--- src/rtl/tracker_mode_arbiter.sv ---
// N-way tracker source arbiter: keyboard mode switching on frame boundaries, blank frame, lost filter.
// Optional SHOOT_STRETCH_EN holds shoot until the second frame boundary after it fires.
module tracker_mode_arbiter #(
    parameter int unsigned NUM_SRC     = 4,
    parameter int unsigned COORD_W     = 10,
    parameter int unsigned COLOR_W     = 4,
    parameter int unsigned DEFAULT_SRC = 0,
    parameter int unsigned LOST_FRAMES = 8,
    parameter int unsigned CENTER_X    = 320,
    parameter int unsigned CENTER_Y    = 240
) (
    input  logic                       clk,
    input  logic                       reset,
    input  logic                       v_sync,
    input  logic                       key_valid,
    input  logic [7:0]                 key_data,
    input  logic [NUM_SRC*COLOR_W-1:0] src_r,
    input  logic [NUM_SRC*COLOR_W-1:0] src_g,
    input  logic [NUM_SRC*COLOR_W-1:0] src_b,
    input  logic [NUM_SRC*COORD_W-1:0] src_x,
    input  logic [NUM_SRC*COORD_W-1:0] src_y,
    input  logic [NUM_SRC-1:0]         src_detect,
    input  logic [NUM_SRC-1:0]         src_shoot,
    input  logic [NUM_SRC-1:0]         src_target_off,
    output logic [COLOR_W-1:0]         r_port,
    output logic [COLOR_W-1:0]         g_port,
    output logic [COLOR_W-1:0]         b_port,
    output logic [COORD_W-1:0]         x_coor,
    output logic [COORD_W-1:0]         y_coor,
    output logic                       red_detect,
    output logic                       shoot,
    output logic                       target_off,
    output logic [1:0]                 mode_sel,
    output logic                       switching
);

    typedef enum logic [1:0] {StActive, StPending, StBlank} state_e;

    localparam logic [7:0]         LostMax    = 8'(LOST_FRAMES);
    localparam logic [1:0]         DefaultSrc = 2'(DEFAULT_SRC);
    localparam logic [COORD_W-1:0] CenterX    = COORD_W'(CENTER_X);
    localparam logic [COORD_W-1:0] CenterY    = COORD_W'(CENTER_Y);

    state_e       state_q, state_d;
    logic [1:0]   mode_q, mode_d, pend_q, pend_d;
    logic [7:0]   lost_cnt_q, lost_cnt_d;
    logic         v_sync_q;
    logic         fb, lost;
    logic [1:0]   req_idx;
    logic         req_hit, req_valid;

    logic [COLOR_W-1:0] sel_r, sel_g, sel_b;
    logic [COORD_W-1:0] sel_x, sel_y;
    logic               sel_detect, sel_shoot, sel_off;

    logic [COORD_W-1:0] x_d, y_d;
    logic               det_d, shoot_raw, shoot_d, off_d;

    assign fb   = v_sync_q & ~v_sync;
    assign lost = (lost_cnt_q == LostMax);

    always_comb begin
        req_idx = 2'd0;
        req_hit = 1'b0;
        case (key_data)
            8'h16: begin req_idx = 2'd0; req_hit = 1'b1; end
            8'h1E: begin req_idx = 2'd1; req_hit = 1'b1; end
            8'h26: begin req_idx = 2'd2; req_hit = 1'b1; end
            8'h25: begin req_idx = 2'd3; req_hit = 1'b1; end
            default: ;
        endcase
        req_valid = key_valid & req_hit & ({30'd0, req_idx} < NUM_SRC);
    end

    always_comb begin
        sel_r      = '0;
        sel_g      = '0;
        sel_b      = '0;
        sel_x      = '0;
        sel_y      = '0;
        sel_detect = 1'b0;
        sel_shoot  = 1'b0;
        sel_off    = 1'b1;
        for (int unsigned i = 0; i < NUM_SRC; i++) begin
            if (mode_q == 2'(i)) begin
                sel_r      = src_r[i*COLOR_W +: COLOR_W];
                sel_g      = src_g[i*COLOR_W +: COLOR_W];
                sel_b      = src_b[i*COLOR_W +: COLOR_W];
                sel_x      = src_x[i*COORD_W +: COORD_W];
                sel_y      = src_y[i*COORD_W +: COORD_W];
                sel_detect = src_detect[i];
                sel_shoot  = src_shoot[i];
                sel_off    = src_target_off[i];
            end
        end
    end

    // A key arriving together with fb is applied before the fb decision.
    always_comb begin
        state_d    = state_q;
        mode_d     = mode_q;
        pend_d     = pend_q;
        lost_cnt_d = lost_cnt_q;
        unique case (state_q)
            StActive: begin
                if (fb) begin
                    if (sel_detect)  lost_cnt_d = '0;
                    else if (!lost)  lost_cnt_d = lost_cnt_q + 8'd1;
                end
                if (req_valid && req_idx != mode_q) begin
                    pend_d  = req_idx;
                    state_d = StPending;
                end
            end
            StPending: begin
                if (req_valid && req_idx == mode_q) begin
                    state_d = StActive;
                end else begin
                    if (req_valid) pend_d = req_idx;
                    if (fb) begin
                        mode_d     = pend_d;
                        lost_cnt_d = '0;
                        state_d    = StBlank;
                    end
                end
            end
            StBlank: begin
                if (req_valid) pend_d = req_idx;
                if (fb) state_d = (pend_d != mode_q) ? StPending : StActive;
            end
            default: state_d = StActive;
        endcase
    end

    always_comb begin
        x_d       = sel_x;
        y_d       = sel_y;
        det_d     = sel_detect;
        shoot_raw = sel_shoot & sel_detect;
        off_d     = sel_off;
        if (state_q == StBlank) begin
            x_d       = CenterX;
            y_d       = CenterY;
            det_d     = 1'b0;
            shoot_raw = 1'b0;
            off_d     = 1'b1;
        end else if (lost) begin
            x_d       = CenterX;
            y_d       = CenterY;
            det_d     = 1'b0;
            shoot_raw = 1'b0;
        end
    end

`ifdef SHOOT_STRETCH_EN
    logic stretch_q, stretch_d, stretch_fb_q, stretch_fb_d;

    // stretch_fb_q marks that the first fb after the set has already passed.
    always_comb begin
        stretch_d    = stretch_q;
        stretch_fb_d = stretch_fb_q;
        if (state_d == StBlank && state_q != StBlank) begin
            stretch_d    = 1'b0;
            stretch_fb_d = 1'b0;
        end else if (state_q == StActive && shoot_raw) begin
            stretch_d    = 1'b1;
            stretch_fb_d = 1'b0;
        end else if (stretch_q && fb) begin
            if (stretch_fb_q) stretch_d = 1'b0;
            stretch_fb_d = ~stretch_fb_q;
        end
        shoot_d = shoot_raw | stretch_d;
    end

    always_ff @(posedge clk) begin
        if (reset) begin
            stretch_q    <= 1'b0;
            stretch_fb_q <= 1'b0;
        end else begin
            stretch_q    <= stretch_d;
            stretch_fb_q <= stretch_fb_d;
        end
    end
`else
    assign shoot_d = shoot_raw;
`endif

    always_ff @(posedge clk) begin
        if (reset) begin
            state_q    <= StActive;
            mode_q     <= DefaultSrc;
            pend_q     <= DefaultSrc;
            lost_cnt_q <= '0;
            v_sync_q   <= 1'b1;
            x_coor     <= CenterX;
            y_coor     <= CenterY;
            red_detect <= 1'b0;
            shoot      <= 1'b0;
            target_off <= 1'b1;
        end else begin
            state_q    <= state_d;
            mode_q     <= mode_d;
            pend_q     <= pend_d;
            lost_cnt_q <= lost_cnt_d;
            v_sync_q   <= v_sync;
            x_coor     <= x_d;
            y_coor     <= y_d;
            red_detect <= det_d;
            shoot      <= shoot_d;
            target_off <= off_d;
        end
    end

    assign r_port    = (state_q == StBlank) ? '0 : sel_r;
    assign g_port    = (state_q == StBlank) ? '0 : sel_g;
    assign b_port    = (state_q == StBlank) ? '0 : sel_b;
    assign mode_sel  = mode_q;
    assign switching = (state_q != StActive);

endmodule

--- config.mk ---
export PLATFORM = sky130hd
export DESIGN_NAME = tracker_mode_arbiter
export DESIGN_NICKNAME = d
export VERILOG_FILES = /design/src/rtl/tracker_mode_arbiter.sv
export SDC_FILE = /design/constraint.sdc
export NUM_CORES = 1
export LEC_CHECK = 0
export CAP_MARGIN = 20
export CELL_PAD_IN_SITES_DETAIL_PLACEMENT = 1
export CELL_PAD_IN_SITES_GLOBAL_PLACEMENT = 2
export CORE_UTILIZATION = 21
export DETAILED_ROUTE_END_ITERATION = 6
export PLACE_DENSITY = 0.95
export SLEW_MARGIN = 25
export SYNTH_ARGS = -nofsm -noshare
export SYNTH_HDL_FRONTEND = slang
export SYNTH_SLANG_ARGS = --single-unit
--- constraint.sdc ---
create_clock -name clk -period 3.8 [get_ports clk]
set_clock_uncertainty 0.1 [all_clocks]
set_input_delay 0.38 -clock clk [delete_from_list [all_inputs] [get_ports clk]]
set_output_delay 0.38 -clock clk [all_outputs]
set_load 0.01 [all_outputs]
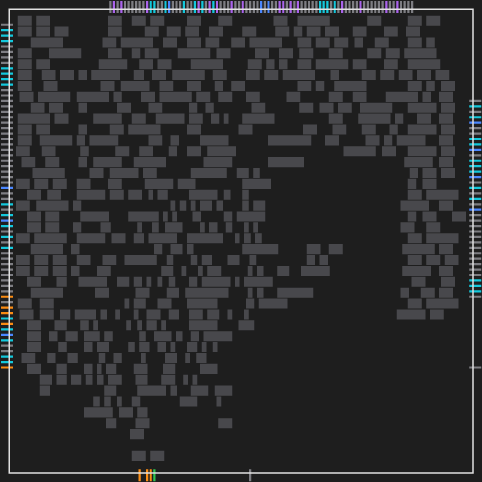
(run_1/io_placement.png)
Drawn at 4 px/µm. Pins as bars across the die edge, other pins in grey.
Orange is key_data, pins 8, direction input, edge 5 left, 3 bottom. Green is key_valid, pins 1, direction input, edge bottom. Purple is src_b, pins 16, direction input, edge top. Cyan is src_y, pins 40, direction input, edge 17 left, 12 right, 11 top. Blue is y_coor, pins 10, direction output, edge 4 right, 3 left, 3 top.
All pins by edge: 83 top, 64 left, 38 right, 5 bottom.
tally of buffers added on design ports: 189
horizontal die dimension: 116 µm
vertical die dimension: 116 µm

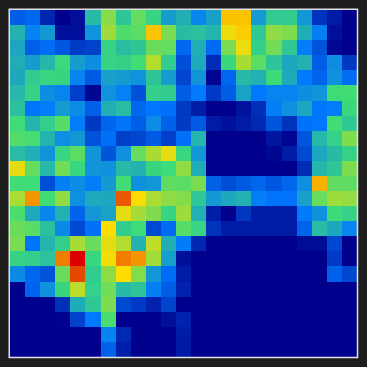
(run_1/metal_density.png)
Drawn at 3 px/µm. The die is cut into 23 by 23 equal tiles; dark blue is low, red is high, scaled to the fullest tile. Values are wire area over tile area, all layers added.
The emptiest ninth of the die: lower right. The densest ninth of the die: middle left. The fullest tile reaches 0.48. 17% of the tiles are over half the peak.
average routed wire per standard cell: 17.4 µm
GRT Util Overall: 15.7%
routed vias: 2,966
total length of routed wires: 10.7 mm

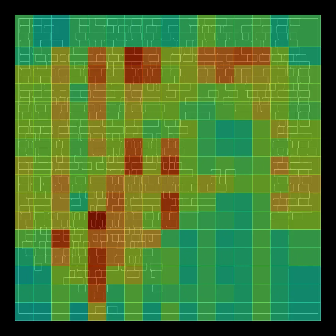
(run_1/congestion.png)
most crowded layer after global routing: met2
Layout Utilization: 39.5%
routing usage on met2: 27.7%
routing usage on met1: 18.6%

==> summary.log, run 1 <==
qor: run_status.run_status completed
qor: clock_tree.clock_tree.htree_level_count 2
qor: clock_tree.clk-insertion-delay-late 280 ps
qor: synthesis.ys_async_sr_fraction 0%
qor: placed_design.placedInstanceArea 4790 µm²
qor: critical_path.critical_path.slowest_cell sky130_fd_sc_hd__mux4_2
qor: clock_tree.clock_sinks 38
qor: synthesis.yosysMostFrequentCell sky130_fd_sc_hd__dfxtp_1
qor: routing.ant_nets 0
qor: synthesis.synth_chip_area 2710 µm²
qor: critical_path.count_of_cells_along_the_worst_register_to_register_path 6
qor: final_timing.finalHoldViolations 0
qor: final_timing.layout_min_cycle_time 2910 ps
qor: synthesis.yosysWarningCount 0
qor: synthesis.edf_count 0
qor: critical_path.reg2reg_from mode_sel[0]
qor: synthesis.synth-cells-yosys 258
qor: critical_path.critical_path_stages 4
qor: routing.dr.first_iter.drc_count 150
qor: critical_path.cp-start-kind flip-flop
qor: critical_path.timing.critical_path.fanout_max 20
qor: min_path.worst_hold_path_type flip-flop to flip-flop
qor: layout.mostFrequentLayoutCell sky130_fd_sc_hd__clkdlybuf4s50_1
qor: routing.detail_route.drc_violations 0
qor: synthesis.synth.top_cells.by_area sky130_fd_sc_hd__mux4_2, sky130_fd_sc_hd__dfxtp_1, sky130_fd_sc_hd__and3_1
qor: layout.num-nets-final 602
qor: placed_design.gp_routability_congestion 0.824
qor: clock_tree.clock_tree.root_cell sky130_fd_sc_hd__clkbuf_16
qor: clock_tree.cts.reportedPaths.clkPinSlew 60 ps
run 1: flip-flops by register name (all words and copies together) (netlist names):
register / count
mode_sel: 2
pend_q: 2
x_coor: 10
lost_cnt_q: 8
y_coor: 10
state_q: 2
v_sync_q: 1
shoot: 1
red_detect: 1
target_off: 1
run 1: through the flow:
step | hold slack [ps] | power [W] | utilization [%]
final | 389 | 0.00127 | 39.5
after global routing | 407 | 0.00133 | 39.5
after CTS | 392 | 0.00129 | 39.5
after detailed placement | 380 | 0.000734 | 38.0
after global placement | 365 | 0.000725 | 38.0
after floorplan | 356 | 0.000514 | -
run 1: final cells by class:
| class | instances | area [µm²] |
|---|---|---|
| fill | 1428 | 7630 |
| timing repair buffer | 194 | 1930 |
| multi-input combinational | 196 | 1850 |
| sequential | 38 | 763 |
| tap | 172 | 215 |
| clock buffer | 5 | 125 |
| clock inverter | 3 | 68.8 |
| inverter | 9 | 33.8 |
run 1: where the power goes:
part           internal (W)  leakage, nW  switching [W]
Clock              0.000377       0.0940       0.000174
Combinational      0.000217         1.33      0.0000881
Sequential         0.000413        0.314     0.00000504
Total               0.00101         1.74       0.000267
run 1: cells by family after synthesis:
family,count (synthesis),share of synthesized area (%)
xor+xnor,1,0.324
compound gates,47,12.5
fa+ha+maj,6,2.77
buf+inv,24,3.51
mux,38,30.2
simple gates,104,22.6
flops,38,28.1
run 1: routing by layer:
metal | vias up | wire length [µm] | GRT usage (%)
met1 | 1453 | 4250 | 18.6
met5 | - | 0 | 0
met3 | 10 | 891 | 4.71
li1 | 1375 | - | -
met2 | 128 | 5450 | 27.7
met4 | 0 | 118 | 4.07
run 1: worst min-delay path, delay by kind of cell, from the launching register on:
kind / cells / cell delay (ps)
flops: 1 / 320
compound gates: 1 / 50
simple gates: 1 / 70
==> run_1/layer_met2.png <==
Drawn at 4 px/µm. Cells faint in the background.
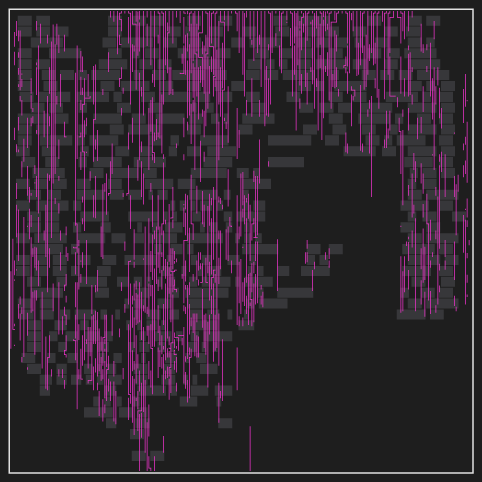

==> run 2: changes to the inputs <==
Settings changed: CORE_UTILIZATION 21 to 17, PLACE_DENSITY 0.95 to 0.88.
Clock period 3.8 ns to 2.4 ns, I/O delays scaled along.
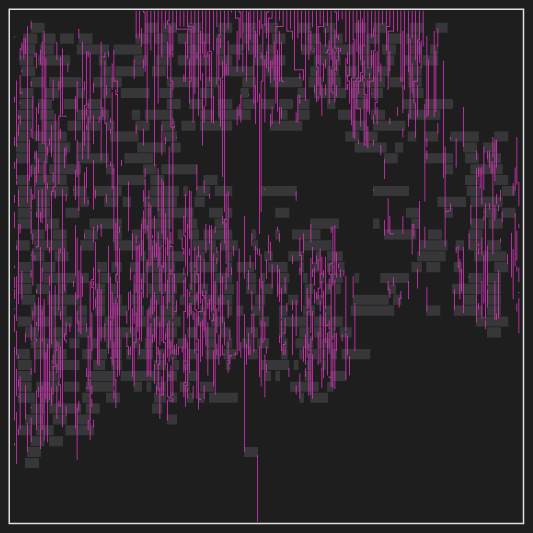
(run_2/layer_met2.png)
Drawn at 4 px/µm. Cells faint in the background.
The layer carries 6,470 µm of wire. The longest straight run is 59.5 µm.
routed vias: 3,161
routing usage on met2: 27.1%
total length of routed wires: 12.4 mm

==> run 2 against run 1 <==
  * Sequential cell count unchanged
  * Critical path depth grew 1
  * Register-to-register slack worse by 1100 ps
  * Cell count grew 13%
  * Sequential power up 58%
  * Synthesized cell count is the same
==> summary.log, run 2 <==
qor: placed_design.portBuffers 189 [unchanged]
qor: synthesis.ys_async_sr_fraction 0% [unchanged]
qor: placed_design.gp_routability_congestion 0.814 [-1.2%]
qor: clock_tree.clock_sinks 38 [unchanged]
qor: grt.grtUsageMet3 3.88% [-0.83 points]
qor: routing.met2_layer_wire_length_in_the_routed_design 6.47 mm [+19%]
qor: synthesis.synth.top_cells.by_area sky130_fd_sc_hd__mux4_2, sky130_fd_sc_hd__dfxtp_1, sky130_fd_sc_hd__and3_1
qor: grt.grt-busiest-layer met2
qor: layout.mostFrequentLayoutCell sky130_fd_sc_hd__clkdlybuf4s50_1
qor: run_status.run_status completed
qor: critical_path.critical_path.slowest_cell sky130_fd_sc_hd__mux4_2
qor: synthesis.synth-cells-yosys 258 [unchanged]
qor: synthesis.yosysWarningCount 0 [unchanged]
qor: pwr.seq_power_share 34.2% [+1.4 points]
qor: pwr.power.net_switching 0.000432 W [+62%]
qor: routing.dr.first_iter.drc_count 107 [-29%]
qor: layout.num-nets-final 644 [+7.0%]
qor: pwr.intPower 0.00150 W [+49%]
qor: critical_path.timing.critical_path.fanout_max 7 [-65%]
qor: routing.detail_route.drc_violations 0 [unchanged]
qor: pwr.power_frac_clock 38.6% [-4.6 points]
qor: layout.layout_top_registers x_coor: 10 flops, y_coor: 10 flops, lost_cnt_q: 8 flops
qor: min_path.worst_hold_path_type flip-flop to flip-flop
qor: critical_path.reg2reg_from mode_sel[0]
qor: clock_tree.cts.reportedPaths.clkPinSlew 60 ps [about the same]
qor: routing.maxUsedRoutingLayer met4
qor: routing.ant_nets 0 [unchanged]
qor: pwr.combinationalPowerShare 27.3% [+3.4 points]
qor: critical_path.count_of_cells_along_the_worst_register_to_register_path 5 [-1]
qor: routing.wl_met1 4.96 mm [+17%]
qor: clock_tree.clk-insertion-delay-late 280 ps [about the same]
qor: pwr.power.switching_fraction 22.3% [+1.4 points]
qor: routing.met3_length 791 µm [-11%]
qor: die.fp.dieH 128 µm [+11%]
qor: layout.number_of_fill_cells 1,707 [+20%]
qor: clock_tree.clock_tree.root_cell sky130_fd_sc_hd__clkbuf_16
qor: grt.grt_usage 14.8% [-0.92 points]
qor: critical_path.cp-start-kind flip-flop
qor: synthesis.yosysMostFrequentCell sky130_fd_sc_hd__dfxtp_1
qor: synthesis.edf_count 0 [unchanged]
-- run 2: cell counts after synthesis --
Identical to the previous run, type by type.
-- run 2: area by class of cell --
cell class | count | area [µm²] | share of cell area [%]
inverters | 9 | 33.8 | 0.616
clock inverters | 3 | 40.0 | 0.731
clock buffers | 5 | 125 | 2.28
well taps | 211 | 264 | 4.82
flip-flops and latches | 38 | 766 | 14.0
repair buffers | 236 | 2270 | 41.4
multi-input cells | 196 | 1980 | 36.2
-- run 2: per-stage QoR --
stage	power [W]	util, %	instance area (µm²)	hold WS [ps]	cells
final	0.00194	35.7	5480	392	698
after global routing	0.00203	35.7	5480	420	698
after CTS	0.00196	34.6	5320	396	693
after detailed placement	0.00120	33.3	5120	384	685
after global placement	0.00118	33.3	5120	377	685
after floorplan	0.000813	-	2710	247	258
-- run 2: what timing repair did --
action / 4_1_cts / 5_1_grt
hold buffers: 0 / 0
setup endpoints to repair: 19 / 13
gates resized: 21 / 27
pin swaps: 5 / 15
setup buffers: 0 / 5
hold endpoints to repair: 0 / 0
-- run 2: power groups by stage --
stage	clock network (W)	logic (W)	registers, W
CTS	0.000773	0.000520	0.000662
detailed placement	0	0.000522	0.000676
global route	0.000809	0.000561	0.000663
finish	0.000747	0.000528	0.000661
floorplan	0	0.000127	0.000686
global placement	0	0.000509	0.000675
-- run 2: worst register-to-register path, cell delays in order, from the launching register on --
cell and delay [ps]:
sky130_fd_sc_hd__dfxtp_4 370, sky130_fd_sc_hd__mux4_2 540, sky130_fd_sc_hd__or2_4 250, sky130_fd_sc_hd__or4b_4 540
sky130_fd_sc_hd__or3b_4 420, sky130_fd_sc_hd__a21oi_2 110
-- run 2: cell families after synthesis --
family,synth area share (%)
buf+inv,3.51
xor+xnor,0.324
compound gates,12.5
mux,30.2
fa+ha+maj,2.77
flops,28.1
simple gates,22.6
==> run_2/metal_density.png <==
Drawn at 3 px/µm. The die is cut into 26 by 26 equal tiles; dark blue is low, red is high, scaled to the fullest tile. Values are wire area over tile area, all layers added.
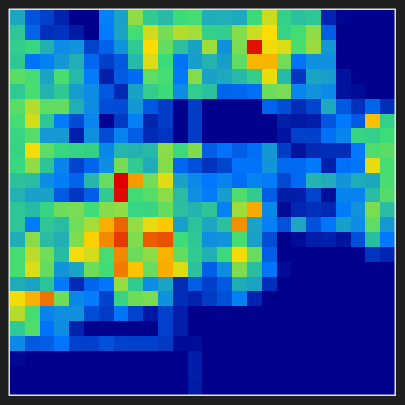

==> run 3: changes to the inputs <==
--- a/config.mk
+++ b/config.mk
@@ -13,2 +13,3 @@
 export PLACE_DENSITY = 0.88
+export SKIP_CTS_REPAIR_TIMING = 1
 export SLEW_MARGIN = 25
==> constraint.sdc (replaced) <==
create_clock -name clk -period 2.4 [get_ports clk]
set_clock_uncertainty 0.1 [all_clocks]
set_input_delay 0.48 -clock clk [delete_from_list [all_inputs] [get_ports clk]]
set_output_delay 0.48 -clock clk [all_outputs]
set_load 0.01 [all_outputs]
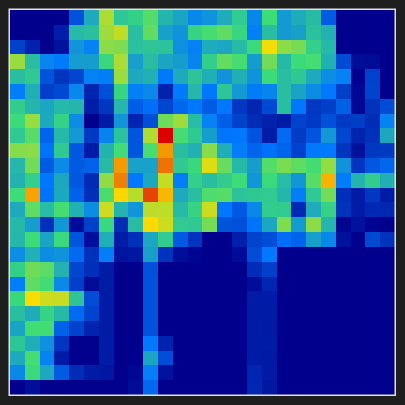
(run_3/metal_density.png)
Drawn at 3 px/µm. The die is cut into 26 by 26 equal tiles; dark blue is low, red is high, scaled to the fullest tile. Values are wire area over tile area, all layers added.
The mean over all tiles is 0.11. The fullest tile reaches 0.50. The emptiest ninth of the die: lower right. 12% of the tiles are over half the peak.

==> run 3 against run 2 <==
  * Fmax is 5.4% lower
  * Hold slack better by 23 ps
  * Critical path type unchanged
  * Core utilization is 0.61 points higher
  * First-iteration DRC count is 11% lower
  * Combinational power hardly changed
  * Clock power is 2% higher
  * The run now ends with negative setup slack left
==> summary.log, run 3 <==
qor: synthesis.synth.top_cells.by_area sky130_fd_sc_hd__mux4_2, sky130_fd_sc_hd__dfxtp_1, sky130_fd_sc_hd__and3_1
qor: run_status.run_status finished with violations
qor: critical_path.cp-start-kind flip-flop
qor: synthesis.ys_async_sr_fraction 0% [unchanged]
qor: routing.wl_met1 4.58 mm [-7.7%]
qor: synthesis.yosysMostFrequentCell sky130_fd_sc_hd__dfxtp_1
qor: synthesis.yosysWarningCount 0 [unchanged]
qor: clock_tree.clock_sinks 38 [unchanged]
qor: layout.layout_top_registers x_coor: 10 flops, y_coor: 10 flops, lost_cnt_q: 8 flops
qor: clock_tree.clock_tree.root_cell sky130_fd_sc_hd__clkbuf_16
qor: routing.dr.first_iter.drc_count 95 [-11%]
qor: routing.route.detailed.vias_per_inst 4.49
qor: critical_path.timing.critical_path.fanout_max 6 [-1]
qor: routing.total_length_of_routed_wires 12.0 mm [-3.1%]
qor: synthesis.edf_count 0 [unchanged]
qor: placed_design.portBuffers 189 [unchanged]
qor: final_timing.postLayoutSetupSlackWorst -135 ps
qor: die.fp.dieH 128 µm [unchanged]
qor: final_timing.setup_violating_endpoint_count_in_the_final_report 5
qor: routing.maxUsedRoutingLayer met4
qor: synthesis.synth-cells-yosys 258 [unchanged]
qor: grt.grt_usage 14.3% [-0.49 points]
qor: routing.ant_nets 0 [unchanged]
qor: clock_tree.cts.reportedPaths.clkPinSlew 60 ps [about the same]
qor: routing.routed_vias 3,137 [-0.76%]
qor: final_timing.hold_ws 416 ps [+23.3 ps]
qor: critical_path.critical_path.slowest_cell sky130_fd_sc_hd__or4b_4
qor: placed_design.gp_routability_congestion 0.760 [-6.6%]
qor: die.core.rowCount 45
qor: pwr.maximum_vdd_ir_drop 0.242 mV
qor: layout.num-nets-final 645 [+0.16%]
qor: layout.number_of_fill_cells 1,728 [+1.2%]
qor: grt.grt_use_met2 26.7% [-0.45 points]
qor: run_status.failed_checks negative setup slack
qor: grt.grt-busiest-layer met2
qor: min_path.worst_hold_path_type flip-flop to flip-flop
qor: layout.mostFrequentLayoutCell sky130_fd_sc_hd__clkdlybuf4s50_1
[run 3: final cells by class]
type	instances	area (µm²)	share of cell area, %
Tap cell	211	264	4.74
Timing Repair Buffer	237	2360	42.4
Sequential cell	38	766	13.7
Multi-Input combinational cell	196	1980	35.6
Inverter	9	33.8	0.606
Clock inverter	3	40.0	0.718
Clock buffer	5	125	2.24
[run 3: where the power goes]
group          leakage, nW  switching (W)  total [W]  internal, W
combinational         1.78       0.000159   0.000529     0.000370
clock               0.0836       0.000272   0.000759     0.000486
sequential           0.314     0.00000825   0.000662     0.000654
[run 3: logic make-up (layout without fill, tap and decap cells)]
family	after synthesis	after routing	synth area share (%)
mux	38	38	30.2
buf+inv	24	254	3.51
simple gates	104	104	22.6
flops	38	38	28.1
fa+ha+maj	6	6	2.77
xor+xnor	1	1	0.324
compound gates	47	47	12.5
[run 3: final timing paths]
kind / start / to / slack, ps / cells after the start
hold reg to reg: lost_cnt_q[1] / lost_cnt_q[1] / 420 / 2
setup reg to reg: mode_sel[0] / lost_cnt_q[3] / -140 / 6
setup / recovery: mode_sel[0] / lost_cnt_q[3] / -140 / 6
hold / removal: lost_cnt_q[1] / lost_cnt_q[1] / 420 / 2
[run 3: stage by stage]
step | instance area (µm²) | utilization [%] | setup TNS (ps) | power (W) | cells
global route | 5570 | 36.3 | -814 | 0.00204 | 699
finish | 5570 | 36.3 | -499 | 0.00195 | 699
floorplan | 2740 | - | -173 | 0.000817 | 258
detailed placement | 5190 | 33.8 | -8910 | 0.00120 | 685
global placement | 5190 | 33.8 | -7490 | 0.00119 | 685
CTS | 5350 | 34.8 | -6440 | 0.00198 | 693

==> gallery <==
The metal 3 layer.
Drawn at 4 px/µm. Cells faint in the background.
(a)
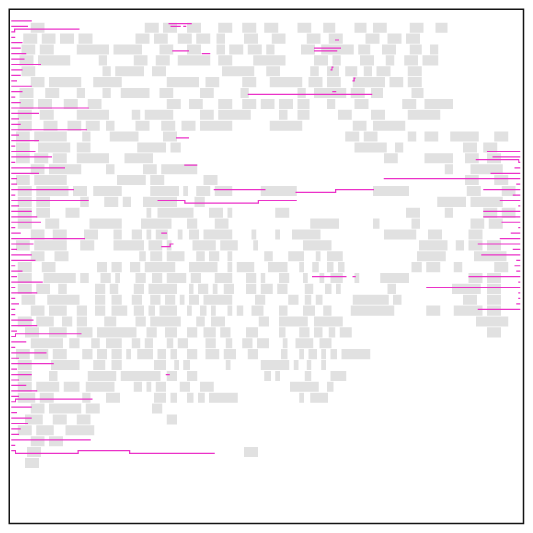
(b)
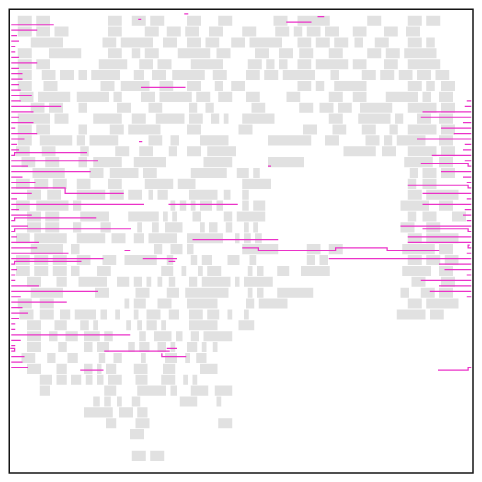
(c)
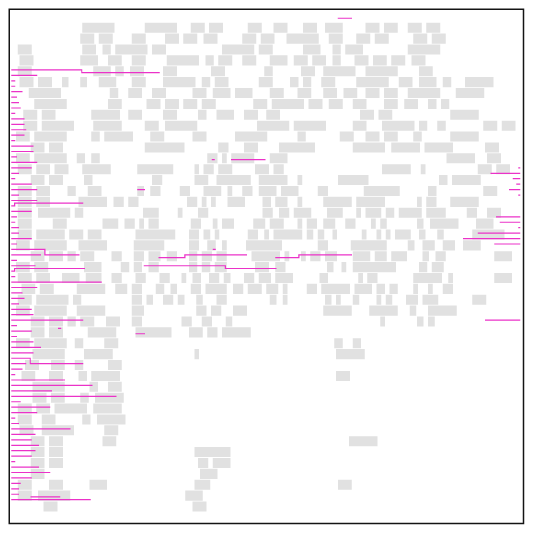
| picture | from |
|---|---|
| (a) | run 2 |
| (b) | run 1 |
| (c) | run 3 |
The one with the smallest die is (b).

Key to (b):
The layer carries 892 µm of wire. The layer holds 8.3% of the routed length. The wires run mostly horizontal. 113 nets have wire on it. The longest straight run is 35.3 µm.

Power figures rest on the tool's default switching activity, not on a simulated workload.
